==> config.mk <==
export PLATFORM = sky130hd
export DESIGN_NAME = sp_if_ctrl_ddr_mch
export DESIGN_NICKNAME = d
export VERILOG_FILES = /design/src/rtl/sp_if_mch_pkg.sv /design/src/rtl/sp_if_mch_ch_fsm.sv /design/src/rtl/sp_if_ctrl_ddr_mch.sv
export SDC_FILE = /design/constraint.sdc
export NUM_CORES = 1
export LEC_CHECK = 0
export ABC_AREA = 1
export CORE_AREA = 10 10 275 277
export DETAILED_ROUTE_END_ITERATION = 8
export DIE_AREA = 0 0 285 287
export GPL_ROUTABILITY_DRIVEN = 0
export SKIP_LAST_GASP = 1
export SLEW_MARGIN = 10
export SYNTH_ARGS = -nofsm -noshare
export SYNTH_HDL_FRONTEND = slang
export SYNTH_SLANG_ARGS = --single-unit
==> constraint.sdc <==
create_clock -name i_clk156m -period 13.9 [get_ports i_clk156m]
set_input_delay 2.085 -clock i_clk156m [delete_from_list [all_inputs] [get_ports i_clk156m]]
set_output_delay 2.085 -clock i_clk156m [all_outputs]
set_load 0.005 [all_outputs]
==> src/rtl/sp_if_mch_pkg.sv <==
// Shared types and helpers for the multi-channel DDR control sequencer.
package sp_if_mch_pkg;

    // Per-channel sequence state
    typedef enum logic [2:0] {
        ST_IDLE,
        ST_RD_REQ,
        ST_RD_WAIT,
        ST_SP,
        ST_WR_REQ,
        ST_WR_WAIT,
        ST_DONE
    } ch_state_e;

    // Channel index width, never below one bit
    function automatic int ch_w(input int n);
        return (n > 1) ? $clog2(n) : 1;
    endfunction

    // base + frame * offset in 32 bits; callers truncate to the DDR address width
    function automatic logic [31:0] calc_addr(input logic [31:0] base,
                                              input logic [31:0] frame,
                                              input logic [31:0] ofs);
        return base + frame * ofs;
    endfunction

endpackage

==> src/rtl/sp_if_mch_ch_fsm.sv <==
// One control channel: read -> signal-process -> write sequence, frame
// counter and sticky overflow flag. The arbiter lives in the top.
module sp_if_mch_ch_fsm
    import sp_if_mch_pkg::*;
#(
    parameter int FRAME_W = 4
) (
    input  logic               clk,
    input  logic               rst,
    input  logic               startp,
    input  logic               sp_end,
    input  logic               gnt,
    input  logic               ddr_endp,
    input  logic               ovf_clr,
    input  logic               sync_on,
    input  logic [FRAME_W-1:0] frame_max,
    output logic               req,
    output logic               wr_req,
    output logic               sp_start,
    output logic               ctrl_endp,
    output logic               busy,
    output logic               ovf,
    output logic [FRAME_W-1:0] frame
);

    ch_state_e          state_q, state_d;
    logic [FRAME_W-1:0] frame_q, frame_d;
    logic               ovf_q, ovf_d;
    logic               sp_start_q, sp_start_d;

    // State, frame counter, overflow and sp_start registers
    always_ff @(posedge clk or posedge rst) begin
        if (rst) begin
            state_q    <= ST_IDLE;
            frame_q    <= '0;
            ovf_q      <= 1'b0;
            sp_start_q <= 1'b0;
        end else begin
            state_q    <= state_d;
            frame_q    <= frame_d;
            ovf_q      <= ovf_d;
            sp_start_q <= sp_start_d;
        end
    end

    // Next-state; a start while busy (DONE included) is dropped and flagged,
    // and a same-cycle clear loses to the set
    always_comb begin
        state_d    = state_q;
        frame_d    = frame_q;
        ovf_d      = ovf_q;
        sp_start_d = 1'b0;
        if (ovf_clr)
            ovf_d = 1'b0;
        if (startp && state_q != ST_IDLE)
            ovf_d = 1'b1;
        case (state_q)
            ST_IDLE:    if (startp)   state_d = ST_RD_REQ;
            ST_RD_REQ:  if (gnt)      state_d = ST_RD_WAIT;
            ST_RD_WAIT: if (ddr_endp) begin
                            state_d    = ST_SP;
                            sp_start_d = 1'b1;
                        end
            ST_SP:      if (sp_end)   state_d = ST_WR_REQ;
            ST_WR_REQ:  if (gnt)      state_d = ST_WR_WAIT;
            ST_WR_WAIT: if (ddr_endp) state_d = ST_DONE;
            ST_DONE: begin
                // >= also catches frame_max lowered below the running count
                frame_d = (frame_q >= frame_max) ? '0 : frame_q + 1'b1;
                state_d = ST_IDLE;
            end
            default:    state_d = ST_IDLE;
        endcase
    end

    assign req       = (state_q == ST_RD_REQ) || (state_q == ST_WR_REQ);
    assign wr_req    = (state_q == ST_WR_REQ);
    assign sp_start  = sp_start_q;
    assign ctrl_endp = (state_q == ST_DONE) && !sync_on;
    assign busy      = (state_q != ST_IDLE);
    assign ovf       = ovf_q;
    assign frame     = frame_q;

endmodule

==> src/rtl/sp_if_ctrl_ddr_mch.sv <==
// Multi-channel DDR control sequencer: CH_NUM channel FSMs sharing one DDR
// command port through a round-robin arbiter with one access outstanding.
// Optional macro SP_IF_MCH_RATEDOWN_EN adds i_sync_on to suppress o_ctrl_endp.
module sp_if_ctrl_ddr_mch
    import sp_if_mch_pkg::*;
#(
    parameter  int CH_NUM  = 4,
    parameter  int FRAME_W = 4,
    parameter  int ADDR_W  = 27,
    parameter  int SIZE_W  = 32,
    localparam int CH_W    = ch_w(CH_NUM)
) (
    input  logic                      i_clk156m,
    input  logic                      i_arst,
    input  logic [CH_NUM*FRAME_W-1:0] i_frame_max,
    input  logic [CH_NUM*32-1:0]      i_frame_offset,
    input  logic [CH_NUM*ADDR_W-1:0]  i_rd_base,
    input  logic [CH_NUM*ADDR_W-1:0]  i_wr_base,
    input  logic [CH_NUM*SIZE_W-1:0]  i_rd_size,
    input  logic [CH_NUM*SIZE_W-1:0]  i_wr_size,
    input  logic [CH_NUM-1:0]         i_ctrl_startp,
    input  logic [CH_NUM-1:0]         i_sp_end,
    input  logic                      i_ddr_endp,
    input  logic                      i_ovf_clr,
`ifdef SP_IF_MCH_RATEDOWN_EN
    input  logic [CH_NUM-1:0]         i_sync_on,
`endif
    output logic [CH_NUM*FRAME_W-1:0] o_frame_time,
    output logic                      o_ddr_wxr,
    output logic [CH_W-1:0]           o_ddr_ch,
    output logic [ADDR_W-1:0]         o_ddr_addr,
    output logic [SIZE_W-1:0]         o_ddr_size,
    output logic                      o_ddr_start,
    output logic [CH_NUM-1:0]         o_ddr_endp,
    output logic [CH_NUM-1:0]         o_sp_start,
    output logic [CH_NUM-1:0]         o_ctrl_endp,
    output logic [CH_NUM-1:0]         o_busy,
    output logic [CH_NUM-1:0]         o_ovf
);

    logic [CH_NUM-1:0][FRAME_W-1:0] frame_max_a, frame_a;
    logic [CH_NUM-1:0][31:0]        ofs_a;
    logic [CH_NUM-1:0][ADDR_W-1:0]  rd_base_a, wr_base_a;
    logic [CH_NUM-1:0][SIZE_W-1:0]  rd_size_a, wr_size_a;
    logic [CH_NUM-1:0]              req, wr_req, gnt, ch_endp, sync_on;

    assign frame_max_a  = i_frame_max;
    assign ofs_a        = i_frame_offset;
    assign rd_base_a    = i_rd_base;
    assign wr_base_a    = i_wr_base;
    assign rd_size_a    = i_rd_size;
    assign wr_size_a    = i_wr_size;
    assign o_frame_time = frame_a;

`ifdef SP_IF_MCH_RATEDOWN_EN
    assign sync_on = i_sync_on;
`else
    assign sync_on = '0;
`endif

    logic              acc_q, acc_d;         // an access is outstanding
    logic [CH_W-1:0]   ptr_q, ptr_d;         // last granted channel
    logic              start_q, start_d;
    logic              wxr_q, wxr_d;
    logic [CH_W-1:0]   ch_q, ch_d;
    logic [ADDR_W-1:0] addr_q, addr_d;
    logic [SIZE_W-1:0] size_q, size_d;
    logic [CH_NUM-1:0] dendp_q, dendp_d;

    logic              found;
    logic [CH_W-1:0]   sel;

    // Route the completion to whichever channel owns the outstanding access
    always_comb begin
        ch_endp = '0;
        if (acc_q && i_ddr_endp)
            ch_endp[ch_q] = 1'b1;
    end

    generate
        for (genvar g = 0; g < CH_NUM; g++) begin : g_ch
            sp_if_mch_ch_fsm #(.FRAME_W(FRAME_W)) u_ch (
                .clk       (i_clk156m),
                .rst       (i_arst),
                .startp    (i_ctrl_startp[g]),
                .sp_end    (i_sp_end[g]),
                .gnt       (gnt[g]),
                .ddr_endp  (ch_endp[g]),
                .ovf_clr   (i_ovf_clr),
                .sync_on   (sync_on[g]),
                .frame_max (frame_max_a[g]),
                .req       (req[g]),
                .wr_req    (wr_req[g]),
                .sp_start  (o_sp_start[g]),
                .ctrl_endp (o_ctrl_endp[g]),
                .busy      (o_busy[g]),
                .ovf       (o_ovf[g]),
                .frame     (frame_a[g])
            );
        end
    endgenerate

    // Round-robin search starting just after the last granted channel
    always_comb begin
        logic [CH_W-1:0] idx;
        found = 1'b0;
        sel   = ptr_q;
        for (int i = 1; i <= CH_NUM; i++) begin
            idx = CH_W'((int'(ptr_q) + i) % CH_NUM);
            if (!found && req[idx]) begin
                found = 1'b1;
                sel   = idx;
            end
        end
    end

    // Grant only with the port free; an end pulse frees it for the next cycle,
    // so a request meeting i_ddr_endp is decided one cycle later
    always_comb begin
        acc_d   = acc_q;
        ptr_d   = ptr_q;
        start_d = 1'b0;
        wxr_d   = wxr_q;
        ch_d    = ch_q;
        addr_d  = addr_q;
        size_d  = size_q;
        gnt     = '0;
        dendp_d = ch_endp;
        if (acc_q) begin
            if (i_ddr_endp)
                acc_d = 1'b0;
        end else if (found) begin
            gnt[sel] = 1'b1;
            acc_d    = 1'b1;
            ptr_d    = sel;
            start_d  = 1'b1;
            wxr_d    = wr_req[sel];
            ch_d     = sel;
            // frame is still the pre-DONE value for the write access
            if (wr_req[sel]) begin
                addr_d = ADDR_W'(calc_addr(32'(wr_base_a[sel]), 32'(frame_a[sel]), ofs_a[sel]));
                size_d = wr_size_a[sel];
            end else begin
                addr_d = ADDR_W'(calc_addr(32'(rd_base_a[sel]), 32'(frame_a[sel]), ofs_a[sel]));
                size_d = rd_size_a[sel];
            end
        end
    end

    // Arbiter and DDR command registers
    always_ff @(posedge i_clk156m or posedge i_arst) begin
        if (i_arst) begin
            acc_q   <= 1'b0;
            ptr_q   <= CH_W'(CH_NUM - 1);
            start_q <= 1'b0;
            wxr_q   <= 1'b0;
            ch_q    <= '0;
            addr_q  <= '0;
            size_q  <= '0;
            dendp_q <= '0;
        end else begin
            acc_q   <= acc_d;
            ptr_q   <= ptr_d;
            start_q <= start_d;
            wxr_q   <= wxr_d;
            ch_q    <= ch_d;
            addr_q  <= addr_d;
            size_q  <= size_d;
            dendp_q <= dendp_d;
        end
    end

    assign o_ddr_start = start_q;
    assign o_ddr_wxr   = wxr_q;
    assign o_ddr_ch    = ch_q;
    assign o_ddr_addr  = addr_q;
    assign o_ddr_size  = size_q;
    assign o_ddr_endp  = dendp_q;

endmodule

==> out/qor.yml, run 1 <==
run_status:
  status: "completed"
drt:
  route.top_layer_used: "met5"
  wl_met2_um: 40700
  drt-pass1-iter-count: 5
  vias_per_cell: 4.59
  drc: 0
  wl_per_cell_um: 21.8
  drtAntennaViolNets: 0
setup_path:
  worst_path_dominant_cell_family: "simple AND/OR/NAND/NOR gates"
  setup.worst_path.end_class: "register"
  crit_path_max_fanout: 115
  worst_setup_start_kind: "register"
  critical_path.n_buffers_inverters: 6
  critical_path_data_required_time_ns: 14.13
  slowest_stage: "dfstp_2"
  path_common_cell: "nand3_1"
  setup.worst_path.class: "reg2reg"
layout:
  layout.cells.most_common_list: "706 x clkdlybuf4s50_1, 449 x nand2_1, 307 x nor2_1, 232 x o21ai_0, 220 x inv_1"
  finish.net_count: 3600
  final_layout_size_suffix_gt1_share_pct: 3.19
  layout_top_cell: "clkdlybuf4s50_1"
  synthToLayoutAreaGrowth_pct: 54.5
clock_network:
  root_buffer: "clkbuf_16"
  cts_setup_buffers: 0
  cts_sinks: 106
  cts_hold_buf: 0
  postCtsResizedCells: 0
  cts_inserted_buffers: 9
  cts_tree: "built"
  ctsLongestPathBuffers: 2
  clock_tree.htree_level_count: 3
global_route:
  pin_count_of_the_biggest_net_entering_global_routing: 165
  grt_overflow_total: 0
  globalRouteMet2Util_pct: 33.8
  grt_pass1_wl_um: 117000
  gr-usage-met1_pct: 21.7
  via_count_of_the_first_global_routing_pass: 17100
synthesis:
  ys_types: 51
  top_cells_by_area: "dfrtp_1 18%, nand2_1 12%, o21ai_0 8.0%"
  yosys.stat.seqShare_pct: 18.3
  synth_top_flop_cell: "dfrtp_1"
  cell_types_with_the_highest_counts_after_synthesis: "449 x nand2_1, 307 x nor2_1, 232 x o21ai_0, 222 x inv_1, 199 x a21oi_1"
  synthArstFlopShare_pct: 100
  syn-num-nets: 3018
  yosys_register_bits: 106
  synth_area_per_cell_sq_um: 6.39
final_timing:
  hold-worst-slack_ns: 0.481
  timing.setup.tns_ns: 0
  unrepaired_setup_endpoints_after_global_routing: "false"
  max_freq_ghz: 0.112
  final.setup.worst_slack_ns: 4.95
  min_period_over_period_pct: 64.4
  finalHoldViolCount: 0
  tightest_slew_ns: 1.04
floorplanning:
  dieArea_sq_um: 81800
  top_level_ports: 727
  die_h_um: 287
placed_design:
  port_buffers: 706
  place.detailed.hpwl_um: 68400
  place_worst_setup_slack_ns: 4.94
job:
  max_cap_violations: 0
hold_path:
  holdCritPathClass: "reg2reg"
## run 1: path summary, 6_finish.rpt
path | start | endpoint | slack (ns) | cells past startpoint
max in group asynchronous | i_arst | g_ch[0].u_ch.frame[0]$_DFFE_PP0P_ | 10.41 | 3
min in group asynchronous | i_arst | o_ddr_size[21]$_DFFE_PP0P_ | 2.20 | 2
max | ptr_q[0]$_DFFE_PP1P_ | o_ddr_addr[25]$_DFFE_PP0P_ | 4.95 | 40
min reg2reg | o_ddr_addr[26]$_DFFE_PP0P_ | o_ddr_addr[26]$_DFFE_PP0P_ | 0.48 | 2
max reg2reg | ptr_q[0]$_DFFE_PP1P_ | o_ddr_addr[25]$_DFFE_PP0P_ | 4.95 | 40
min | o_ddr_addr[26]$_DFFE_PP0P_ | o_ddr_addr[26]$_DFFE_PP0P_ | 0.48 | 2
## run 1: area by class of cell
class | count | share of cell area [%]
Clock buffer | 9 | 1.01
Clock inverter | 7 | 0.352
Timing Repair Buffer | 721 | 32.3
Multi-Input combinational cell | 1778 | 45.3
Tap cell | 940 | 5.26
Sequential cell | 106 | 11.9
Antenna cell | 3 | 0.0336
Inverter | 232 | 3.90
## run 1: cell families (layout without fill, tap and decap cells)
family	count (synthesis)	after routing	synth area share, %
DFF	106	106	18.3
adders and majority gates	124	124	13.2
xor gates and xnor gates	49	49	3.02
buffers and inverters	382	969	12.1
and+or+nand+nor	913	913	25.7
other	0	3	0
muxes	21	21	1.45
AOI/OAI and AO/OA	671	671	26.2
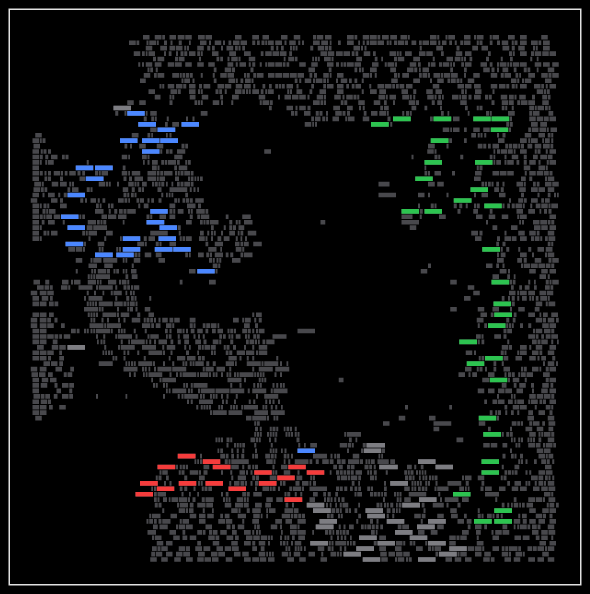
Run 1: register map, names as in the netlist
(2 px per um) Other sequential cells in the stronger grey, the rest of the logic in the fainter grey.
[red] g_ch.u_ch.frame | flops: 16
[blue] o_ddr_addr | flops: 27
[green] o_ddr_size | flops: 32 | where: a vertical strip on the right
not coloured: 31
sequential fraction of total cell area: 11.9%
area occupied by registers: 2660 sq um
final standard cell utilization of the core: 32.1%

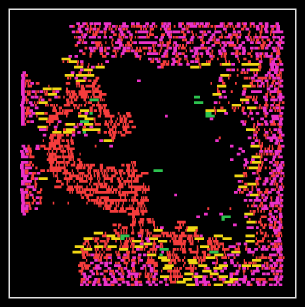
Run 1: cell classes on the final placement
(1 px per um)
[magenta] other buffers and delay cells | cells: 721 | share of their area: 34%
[yellow] flops | cells: 106 | share of their area: 13%
[green] clock drivers and dummy loads | cells: 16 | share of their area: 1.4%
[red] combinational and other logic | cells: 2010 | share of their area: 52%
area of all placed cells without fillers: 22400 sq um
core region area: 69800 sq um
number of placement rows: 97

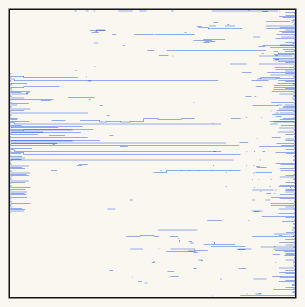
Run 1: M3 wires
(1 px per um)
wire length on this layer: 6500 um
share of all routed wire: 7.9%
main direction: horizontal
vias: 17400
sum of routed wire length over all layers: 82800 um
met3 layer usage reported by global route: 6.16%

==> run 1 -> run 2 <==
--- a/config.mk
+++ b/config.mk
@@ -6,9 +6,9 @@
 export NUM_CORES = 1
 export LEC_CHECK = 0
 export ABC_AREA = 1
-export CORE_AREA = 10 10 275 277
+export CORE_AREA = 10 10 276 278
 export DETAILED_ROUTE_END_ITERATION = 8
-export DIE_AREA = 0 0 285 287
+export DIE_AREA = 0 0 286 288
 export GPL_ROUTABILITY_DRIVEN = 0
 export SKIP_LAST_GASP = 1
 export SLEW_MARGIN = 10
==> constraint.sdc (replaced) <==
create_clock -name i_clk156m -period 8.4 [get_ports i_clk156m]
set_input_delay 1.26 -clock i_clk156m [delete_from_list [all_inputs] [get_ports i_clk156m]]
set_output_delay 1.26 -clock i_clk156m [all_outputs]
set_load 0.005 [all_outputs]
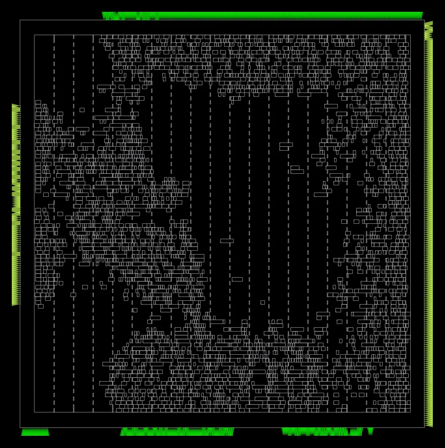
Run 2: cell placement
core region area: 70900 sq um
post-layout instance count excluding filler cells: 3825
final standard cell utilization of the core: 31.9%
number of tap cells added at floorplan: 950

==> run 2 against run 1 <==
Cell count rose by 0.76%; critical path depth fell by 1; clock-buffer cell count did not move; synthesized cell count did not move; sequential share of layout area fell by 0.11 points; wire length rose by 1.6%; worst setup slack got worse by 4.2 ns; register-to-register slack got worse by 4.2 ns; design area rose by 0.93%.
==> out/qor.yml, run 2 <==
run_status:
  status: "completed"
drt:
  route.top_layer_used: "met5"
  detailroute.wirelength.met3_um: 6580
  wl_per_cell_um: 22.0  # +0.83%
  wl_met2_um: 43100  # +6.1%
  drt_first_iter_violations: 1057
  drt-pass1-iter-count: 5  # unchanged
  via_count: 17700  # +1.7%
  drt-total-wl_um: 84100  # +1.6%
  drtAntennaViolNets: 0  # unchanged
  vias_per_cell: 4.63  # +0.95%
  drc: 0  # unchanged
  wl_met1_um: 32700
setup_path:
  critical_path.n_buffers_inverters: 4  # -2
  worst_path_dominant_cell_family: "simple AND/OR/NAND/NOR gates"
  slowest_stage: "dfstp_2"
  worst_ep_arrival_time_ns: 7.88
  worst_setup_start_kind: "register"
  crit_path_max_fanout: 25  # -78%
  setup.worst_path.class: "reg2reg"
  path_common_cell: "nand2_1"
  setup.worst_path.end_class: "register"
  critical_path_data_required_time_ns: 8.67  # -5.46 ns
synthesis:
  yosys.area_share.adder_pct: 13.2  # unchanged
  synth.cellmix.xorXnorShare_pct: 3.02  # unchanged
  post_synth_main_logic_family: "AND-OR/OR-AND gates"
  synth_cell_area_sq_um: 14500
  yosysWarnings: 0
  cell_types_with_the_highest_counts_after_synthesis: "449 x nand2_1, 307 x nor2_1, 232 x o21ai_0, 222 x inv_1, 199 x a21oi_1"
  synth.yosys.chip_area_sq_um: 14500
  yosys.stat.seqShare_pct: 18.3  # unchanged
  yosys_cells: 2266
  ys_sh_simple_pct: 25.7  # unchanged
  synth_top_flop_cell: "dfrtp_1"
  syn-num-nets: 3018  # unchanged
  number_of_flops_mapped_to_enable_cells_by_yosys: 0
  synthArstFlopShare_pct: 100  # unchanged
  netlist.top_cell.by_area: "dfrtp_1"
  yosys_register_bits: 106  # unchanged
  top_cells_by_area: "dfrtp_1 18%, nand2_1 12%, o21ai_0 8.0%"
  yosys-mux-area-fraction_pct: 1.45  # unchanged
  synth_area_per_cell_sq_um: 6.39  # unchanged
  most_common_cell: "nand2_1"
  synth_largest_type_area_fraction_pct: 18.0
  post_synth_inst_count: 2266
  ys_types: 51  # unchanged
  aoi_share_pct: 26.2  # unchanged
global_route:
  pin_count_of_the_biggest_net_entering_global_routing: 103  # -38%
  grt_pass1_wl_um: 116000  # -0.57%
  via_count_of_the_first_global_routing_pass: 17300  # +1.0%
  grt_antenna_before_repair: 24
  grt_usage_pct: 19.0
  grt_overflow_total: 0  # unchanged
clock_network:
  ctsLongestPathBuffers: 2  # unchanged
  cts_setup_buffers: 0  # unchanged
  cts_hold_buf: 0  # unchanged
  clock_tree.htree_level_count: 3  # unchanged
  postCtsResizedCells: 0  # unchanged
  cts_inserted_buffers: 9  # unchanged
  worst_skew_pair.late_latency_ns: 0.40
  cts_tree: "built"
  cts_sinks: 106  # unchanged
  root_buffer: "clkbuf_16"
  clkTransAtPathRegs_ns: 0.09
final_timing:
  clock_skew_ns: 0.0153
  max_freq_ghz: 0.131  # +18%
  hold-worst-slack_ns: 0.484  # +0.00320 ns
  unrepaired_setup_endpoints_after_global_routing: "true"
  final-max-slew-violation-count: 0
  timing.setup.tns_ns: 0  # unchanged
  final.setup.worst_slack_ns: 0.791  # -4.16 ns
  tightest_slew_ns: 1.13  # +0.0896 ns
  finalWorstPathRequiredPeriod_ns: 7.61
  max-slew-margin-rel_pct: 23.8
  finalHoldViolCount: 0  # unchanged
  min_period_over_period_pct: 90.6  # +26 points
floorplanning:
  floorplan.initialDensity_pct: 20.4
  dieArea_sq_um: 82400  # +0.70%
  top_level_ports: 727  # unchanged
  row_count: 98  # +1.0%
  chipWidth_um: 286
  die_h_um: 288  # +0.35%
placed_design:
  placement.cell_area_sq_um: 22200
  place.detailed.hpwl_um: 69400  # +1.4%
  port_buffers: 706  # unchanged
  place_worst_setup_slack_ns: 0.469  # -4.47 ns
  dp.cells: 3801
layout:
  final_area_sq_um: 22600  # +0.93%
  nFillCells: 7823
  finish.net_count: 3616  # +0.44%
  synthToLayoutAreaGrowth_pct: 56.0
  layout_top_cell: "clkdlybuf4s50_1"
  layout.cells.most_common_list: "706 x clkdlybuf4s50_1, 448 x nand2_1, 307 x nor2_1, 230 x o21ai_0, 219 x inv_1"
  final_layout_size_suffix_gt1_share_pct: 3.97  # +0.78 points
hold_path:
  holdCritPathClass: "reg2reg"
job:
  max_cap_violations: 0  # unchanged
-- run 2: cell counts after synthesis --
No cell type changed its count.
-- run 2: final cells by class --
type	count	area (sq um)	area share (%)
flip-flops and latches	106	2660	11.8
multi-input cells	1780	10200	45.2
clock inverters	7	78.8	0.349
diodes	6	15.0	0.0665
well taps	950	1190	5.26
repair buffers	735	7340	32.5
clock buffers	9	225	0.997
inverters	232	883	3.91
-- run 2: cell families after synthesis --
kind of cell,Yosys count
AND-OR/OR-AND,671
XOR/XNOR,49
adder cells (fa/ha/maj),124
buffers and inverters,382
flip-flops,106
multiplexers,21
AND/OR/NAND/NOR,913
-- run 2: path summary, 6_finish.rpt --
check	start	depth (start not counted)	to	slack, ns
min in group asynchronous	i_arst	2	g_ch[0].u_ch.ovf$_DFFE_PP0P_	1.31
min	o_ddr_addr[13]$_DFFE_PP0P_	2	o_ddr_addr[13]$_DFFE_PP0P_	0.48
max in group asynchronous	i_arst	3	o_ddr_addr[13]$_DFFE_PP0P_	5.88
max reg2reg	ptr_q[0]$_DFFE_PP1P_	39	o_ddr_addr[26]$_DFFE_PP0P_	0.79
max	ptr_q[0]$_DFFE_PP1P_	39	o_ddr_addr[26]$_DFFE_PP0P_	0.79
min reg2reg	o_ddr_addr[13]$_DFFE_PP0P_	2	o_ddr_addr[13]$_DFFE_PP0P_	0.48
-- run 2: layer usage --
metal / track usage, % / vias to the layer above
met5: 0 / -
met4: 5.13 / 10
met3: 5.75 / 75
met2: 34.3 / 606
met1: 21.3 / 8321
li1: - / 8714
==> run 2 -> run 3 <==
==> constraint.sdc (replaced) <==
create_clock -name i_clk156m -period 9 [get_ports i_clk156m]
set_input_delay 1.35 -clock i_clk156m [delete_from_list [all_inputs] [get_ports i_clk156m]]
set_output_delay 1.35 -clock i_clk156m [all_outputs]
set_load 0.005 [all_outputs]
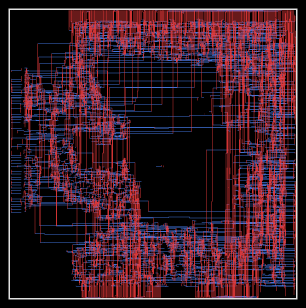
Run 3: signal wires by layer
(1 px per um) Two of the layers only.
[red] metal 2 | wire length: 42.3 mm
[blue] metal 1 | wire length: 31.8 mm
drt wl/cell: 21.7 um
overall fraction of global-route tracks in use: 18.8%
vias: 17600
sum of routed wire length over all layers: 83100 um

==> run 3 against run 2 <==
Wire length shrank 1.2%; first-iteration DRC count grew 4.3%; clock skew is essentially flat; global-route usage shrank 0.19 points; highest routed layer unchanged.
==> out/qor.yml, run 3 <==
layout:
  layout_top_cell: "clkdlybuf4s50_1"
  layout.cells.most_common_list: "706 x clkdlybuf4s50_1, 448 x nand2_1, 307 x nor2_1, 231 x o21ai_0, 220 x inv_1"
  clkCellAreaFrac_pct: 1.36  # +0.011 points
  final_layout_size_suffix_gt1_share_pct: 3.53  # -0.44 points
  nMultiInputCombCells: 1779  # -0.056%
  logic_area_sq_um: 10200  # -0.42%
  final_area_sq_um: 22500  # -0.37%
  seq_area_share_pct: 11.8  # +0.043 points
  layout.cells.largest_class: "logic gates"
  finish.net_count: 3609  # -0.19%
  regArea_sq_um: 2660  # unchanged
  comb_share_pct: 45.1  # about the same
  post-route-util_pct: 31.7  # -0.12 points
clock_network:
  worst_skew_pair.late_latency_ns: 0.39  # about the same
  cts_tree: "built"
  clkTransAtPathRegs_ns: 0.09  # about the same
  clock_tree.htree_level_count: 3  # unchanged
  cts_inserted_buffers: 9  # unchanged
  cts_hold_buf: 0  # unchanged
  postCtsResizedCells: 0  # unchanged
final_timing:
  finalWorstPathRequiredPeriod_ns: 8.24  # +0.635 ns
  finalHoldViolCount: 0  # unchanged
  min_period_over_period_pct: 91.6  # +1.0 points
  max_freq_ghz: 0.121  # -7.7%
  max-slew-margin-rel_pct: 29.9  # +6.1 points
  unrepaired_setup_endpoints_after_global_routing: "false"
  final.setup.worst_slack_ns: 0.756  # -0.0352 ns
  final-max-slew-violation-count: 0  # unchanged
  tightest_slew_ns: 1.05  # -0.0821 ns
synthesis:
  yosys.area_share.adder_pct: 13.2  # unchanged
  yosysWarnings: 0  # unchanged
  synth.cellmix.xorXnorShare_pct: 3.02  # unchanged
  synth_area_per_cell_sq_um: 6.39  # unchanged
  number_of_flops_mapped_to_enable_cells_by_yosys: 0  # unchanged
  ys_sh_simple_pct: 25.7  # unchanged
  synth_cell_area_sq_um: 14500  # unchanged
  yosys.stat.seqShare_pct: 18.3  # unchanged
  synthArstFlopShare_pct: 100  # unchanged
  yosys_register_bits: 106  # unchanged
  post_synth_inst_count: 2266  # unchanged
  yosys-mux-area-fraction_pct: 1.45  # unchanged
setup_path:
  worst_setup_start_kind: "register"
  setup.worst_path.class: "reg2reg"
  slowest_stage: "dfstp_2"
  setup.worst_path.end_class: "register"
  r2r_start: "ptr_q[0]$_DFFE_PP1P_"
  critical_path_data_required_time_ns: 9.28  # +0.61 ns
  crit_path_max_fanout: 34  # +36%
  endpoint: "o_ddr_addr[26]$_DFFE_PP0P_"
  critical_path.n_buffers_inverters: 6  # +2
  path_common_cell: "nand2_1"
  timing.reg2reg.worst_path_depth: 42  # +7.7%
floorplanning:
  die_h_um: 288  # unchanged
  row_count: 98  # unchanged
drt:
  vias_per_cell: 4.60  # -0.63%
  drt_first_iter_violations: 1102  # +4.3%
  wl_met1_um: 31800  # -2.7%
  route.top_layer_used: "met5"
placed_design:
  port_buffers: 706  # unchanged
  place_worst_setup_slack_ns: 0.783  # +0.314 ns
global_route:
  grt_overflow_total: 0  # unchanged
  gr-usage-met1_pct: 21.1  # -0.17 points
  via_count_of_the_first_global_routing_pass: 17000  # -1.7%
  most_used_layer_global_route: "met2"
run_status:
  status: "completed"
==> run 3: netlist changes by cell type in the layout (fill, tap and decap cells not counted), moves of 2 or more <==
cell and delta:
diode_2 +6, buf_4 -5, nand2_4 -2, o21ai_2 -2
inv_6 -2
==> run 3: worst min path at each step <==
stage / end / slack, ns / cells past startpoint / start
2_1_floorplan: o_ddr_addr[0]$_DFFE_PP0P_ / 0.47 / 2 / o_ddr_addr[0]$_DFFE_PP0P_
3_3_place_gp: o_ddr_addr[23]$_DFFE_PP0P_ / 0.47 / 2 / o_ddr_addr[23]$_DFFE_PP0P_
3_5_place_dp: o_ddr_addr[26]$_DFFE_PP0P_ / 0.47 / 2 / o_ddr_addr[26]$_DFFE_PP0P_
4_1_cts: o_ddr_addr[26]$_DFFE_PP0P_ / 0.49 / 2 / o_ddr_addr[26]$_DFFE_PP0P_
5_1_grt: o_ddr_addr[4]$_DFFE_PP0P_ / 0.52 / 2 / o_ddr_addr[4]$_DFFE_PP0P_
6_report: o_ddr_addr[13]$_DFFE_PP0P_ / 0.49 / 2 / o_ddr_addr[13]$_DFFE_PP0P_
==> run 3: kinds of logic (layout without fill, tap and decap cells) <==
kind of cell / Yosys count / in the layout
buffers and inverters: 382 / 977
adders and majority gates: 124 / 124
AOI/OAI and AO/OA: 671 / 671
other: 0 / 12
DFF: 106 / 106
and+or+nand+nor: 913 / 914
muxes: 21 / 21
xor gates and xnor gates: 49 / 49
==> run 3: worst min-delay path, cell delays in order, from the launching register on <==
cell and delay, ns:
dfrtp_1 0.35, nand2_1 0.05, nand2_1 0.06
